Wiring by layer:
Bar = 100 um.
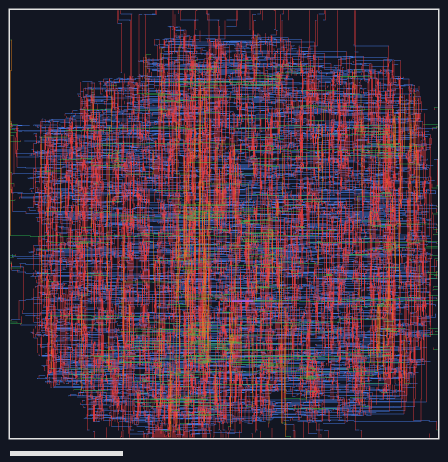
Cells by drive strength:
Bar = 100 um.
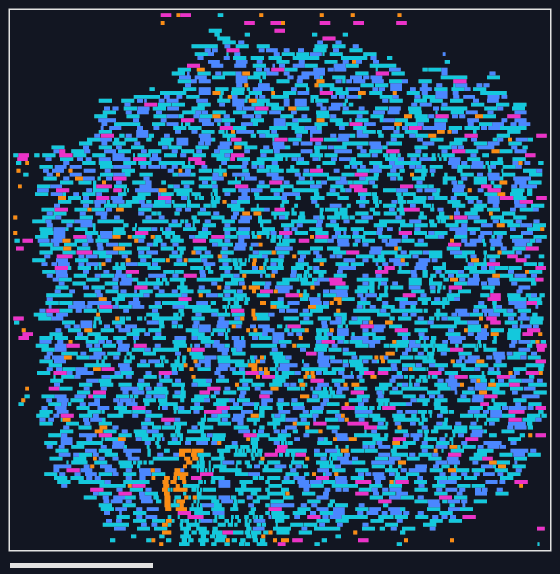
==> config.mk <==
export PLATFORM = sky130hd
export DESIGN_NAME = reg_file_sb
export DESIGN_NICKNAME = d
export VERILOG_FILES = /design/src/rtl/reg_file_pkg.sv /design/src/rtl/reg_file_scoreboard.sv /design/src/rtl/reg_file_sb.sv
export SDC_FILE = /design/constraint.sdc
export NUM_CORES = 2
export LEC_CHECK = 0
export CORE_MARGIN = 2
export CORE_UTILIZATION = 40
export CTS_BUF_LIST = sky130_fd_sc_hd__clkbuf_16
export CTS_CLUSTER_SIZE = 24
export DETAILED_ROUTE_END_ITERATION = 12
export PLACE_DENSITY = 0.55
export SLEW_MARGIN = 10
export SYNTH_ARGS = -nofsm -noshare
export SYNTH_HDL_FRONTEND = slang
export SYNTH_SLANG_ARGS = --single-unit
==> constraint.sdc <==
create_clock -name clk_i -period 6.66 [get_ports clk_i]
set_input_delay 1.332 -clock clk_i [delete_from_list [all_inputs] [get_ports clk_i]]
set_output_delay 1.332 -clock clk_i [all_outputs]
set_load 0.05 [all_outputs]
==> notes.md <==
The flow completed. The tool flagged a number of max-cap violations equal to 0. Share of final layout cell area taken by clock buffers and inverters landed at 5.89%. The flow ran to the end, and the final reports show no timing, DRC or antenna violations. Worst slew margin relative to its limit landed at around an eighth. Global-route wire length before repair landed at 268 mm. Met2 layer usage reported by global route landed at 42.2%.

The number of nets handed over by synthesis was 3849. End-of-flow core utilization landed at 45.7%. Number of non-filler instances in the completed layout landed at 5777. Setup-violating endpoint count in the final report landed at 0. Maximum clock frequency landed at 165 MHz. For reference, the most critical setup path is categorized as in -> out. The post-synth count of flops with an enable pin is 0. Maximum buffer depth of the clock tree landed at 3. According to the dpl log, the detail-placed design has an HPWL of 107 mm. TritonCTS created 120 clock buffers.

In the per-layer breakdown of the detailed-route log, met1 shows 78.5 mm. Once placement completed, the tool counted placed cells totaling approximately 5600. The detail route stage leaves a number of antenna-violating nets equal to 0. Per the CTS log, the root buffer master is sky130_fd_sc_hd__clkbuf_16.

STA classifies the critical path endpoint as an output pin. Hold-check failures listed in the final report amount to 0. For reference, the top cells by count after synthesis are sky130_fd_sc_hd__dfrtp_1, sky130_fd_sc_hd__mux2_2, sky130_fd_sc_hd__mux4_2.

For this run, the number of Yosys warnings is 0. In this run the worst hold path is classified as reg -> reg. Before antenna repair, the detailed router went through 7 iterations. In this run the standard cell core region covers 139000 sq um.

Synthesis-stage register bit count landed at 1055. In this run the power density over the cells is 305 nW/um^2. The overall die size recorded for this design is 143000 sq um.

Summing the areas of all fa, ha and maj instances in the mapped netlist gives 0% of the synthesized area. The final timing report lists a max-slew violation count of 0. Combinational logic is responsible for 22.5% of the overall power. Per the OpenROAD floorplan log, the height of the die is 378 um.

Clock latency on the worst-skew pair, taken at its later pin, is 750 ps. Post-CTS repair ended up resizing 0 cells. Non-clock buffers make up under 10% of the layout cell area. Multiplexer fraction of the synthesized cell area landed at a little over two fifths.

For this run the top cell type by instance count after synthesis was sky130_fd_sc_hd__dfrtp_1. Before placement the cells fill 40.2% of the core. Compound-gate portion of the synthesized area landed at approximately 4.6%.

Worst-case register-to-register setup slack landed at 4880 ps. Distinct cell type count after synthesis landed at 54. Synthesized-area fraction occupied by xor and xnor cells landed at 0%. Simple-gate portion of the synthesized area landed at 2.32%. Routed signal wires occupy layers up through met5. The floorplan report gives the top-level pin count as 155. By instance count after routing, the leading logic cell type is sky130_fd_sc_hd__dfrtp_1. Sequential fraction of design power landed at 44.3%. Length of routed met2 wiring landed at 88.4 mm. Number of warnings in the stage logs landed at 39. Area of the multi-input gates landed at 27700 sq um. Worst vdd rail ir drop landed at between 200 and 250 uV.

The most used flip-flop cell after synthesis is sky130_fd_sc_hd__dfrtp_1. For met3 alone, demand over resource in global routing was 3.72%. The tree built by TritonCTS fans out to 1055 sinks.

Non-clock inverter instance count of the final layout landed at 9. Chip area from the yosys synthesis statistics landed at ~56000 sq um. Worst clock skew on the final layout landed at 8.83 ps. For the pin with the worst max-slew slack, the measured transition is 1300 ps. Met1 layer usage reported by global route landed at 35.5%. The largest total area in the synthesized netlist belongs to sky130_fd_sc_hd__dfrtp_1. Net switching component of the power landed at 5.69 mW. Each instance of the synthesized netlist takes up on average 14.7 sq um. Entering global routing, the biggest net connects 149 pins. STA puts the critical path data required time at 5330 ps.

Summing every instance area after synthesis gives roughly 56000 sq um. Yosys shows that the main logic family after synthesis is multiplexers. After the last flow step, the layout net total stands at 3853. Yosys reports that the leading cell type by area covers a little under half of the netlist area.

Iteration-0 DRC count of the detailed router landed at between 3000 and 4000. The report puts the cell count of the worst reg-to-reg path at 4. The final design was reported to hold multi-input combinational gates totalling 2301.

Multi-input gate share of total cell area landed at between 40% and 50%. In the routed layout, each cell is associated on average with a via count of 6.16. Setup repair after global routing left no endpoint under its margin.

Ratio of cells with drive above 1 in the final layout landed at 47.9%. Final critical delay including setup and external delays landed at approximately 6000 ps. After global routing, the most crowded layer is met2.

According to the timing report, the arrival time at the worst endpoint equals between 4000 and 5000 ps. Horizontal die dimension landed at 378 um. Sum of overflow across all layers after global routing landed at 0.

During tapcell insertion the tool placed 1876 well taps. Internal power consumption landed at 13.7 mW. In the layout the commonest cells are sky130_fd_sc_hd__dfrtp_1, sky130_fd_sc_hd__mux2_2, sky130_fd_sc_hd__mux4_2. Clock-pin slew reported for the worst setup and hold paths after clock tree synthesis landed at 60 ps.

Count of inserted antenna diode cells landed at 3. The register with the most flip-flops in the layout has 1024 of them. The synthesized netlist handed to floorplanning was reported with a cell count of about 3800. Per report_power, the clock group accounts for between 30% and 40% of the total. After detailed routing, the met3 layer carries 9.59 mm of wire. STA classifies the critical path startpoint as an input port. By area, combinational gates come first. The buffer_ports step reported a buffer count of 153. Number of global-route vias before repair landed at 37000.

Total power for the finished layout comes to 19.3 mW. Switching power share of the total landed at between 20% and 30%. Clock tree buffer count of the final layout landed at 121. Post-synthesis cell count from yosys landed at 3793. Count of hold-fix buffers inserted at cts landed at 0. Number of antenna violations at the first check in global routing landed at 3. The H-tree was split into 3 levels. In the post-synthesis netlist, the biggest area contributors are sky130_fd_sc_hd__dfrtp_1, sky130_fd_sc_hd__mux2_2, sky130_fd_sc_hd__mux4_2. Row count landed at 137.

Setup fix buffers added after clock tree synthesis landed at 0. Final sum of negative setup slack landed at 0 ps. Instance area after placement landed at between 50000 and 60000 sq um. Sequential share of the synthesized area landed at 47.3%. The worst path uses 91.0% of the clock period. TritonCTS built the clock tree. Routability-driven placement congestion ratio landed at ~0.8.

Flip-flop and latch area landed at 26400 sq um. Total leakage power landed at 27.6 nW. Proportion of cell area occupied by registers landed at approximately 42%.

Number of flip-flops and latches landed at approximately 1100. Maximum fanout along the worst path landed at 21. Number of DRC violations after detailed routing landed at 0. Fill cells in the final layout number roughly 12000. Fraction of synthesis flops using an asynchronous set or reset pin landed at 100%.
## Picture notes: 'wiring by layer'
colour	layer	wire length
purple	met5	17.5 um
red	met2	88.4 mm
green	met3	9590 um
orange	met4	6720 um
blue	met1	78.5 mm
Routed WL per cell: 31.7 um
overall fraction of global-route tracks in use: 25.9%
detailed-route wire length: 183 mm
overall via count from detail_route: 35600

## Picture notes: 'cells by drive strength'
colour	size	cells	share	most used
cyan	drive 1 or less	2032	52%	dfrtp_1
magenta	drive 6 and up	192	4.9%	clkbuf_16
orange	drive 3 to 4	261	6.7%	buf_4
blue	drive 2	1413	36%	mux2_2
Non-clock buffers: 310
cell area after layout: 63500 sq um
worst setup slack after layout: 599 ps
Layout Area Growth over Synthesis: 13.7%

==> critical path, stage by stage <==
cell and delay, ps:
sky130_fd_sc_hd__clkdlybuf4s50_1 750, sky130_fd_sc_hd__buf_4 270, sky130_fd_sc_hd__or3b_4 680, sky130_fd_sc_hd__o22ai_1 150, sky130_fd_sc_hd__nor3_1 590, sky130_fd_sc_hd__clkdlybuf4s50_1 930
==> metrics by stage <==
step,setup WS (ps),hold slack (ps)
CTS,570,397
floorplan,547,441
detailed placement,585,383
finish,599,392
global placement,335,376
global route,563,405
==> power by group through the flow <==
stage | clock, mW | combinational (mW) | sequential, mW
finish | 6.42 | 4.35 | 8.57
global route | 6.81 | 4.62 | 8.73
CTS | 6.54 | 4.38 | 8.54
detailed placement | 0 | 4.37 | 8.64
global placement | 0 | 4.32 | 8.59
floorplan | 0 | 3.03 | 8.49
No activity file was given, so power comes from the tool's default toggle rates.
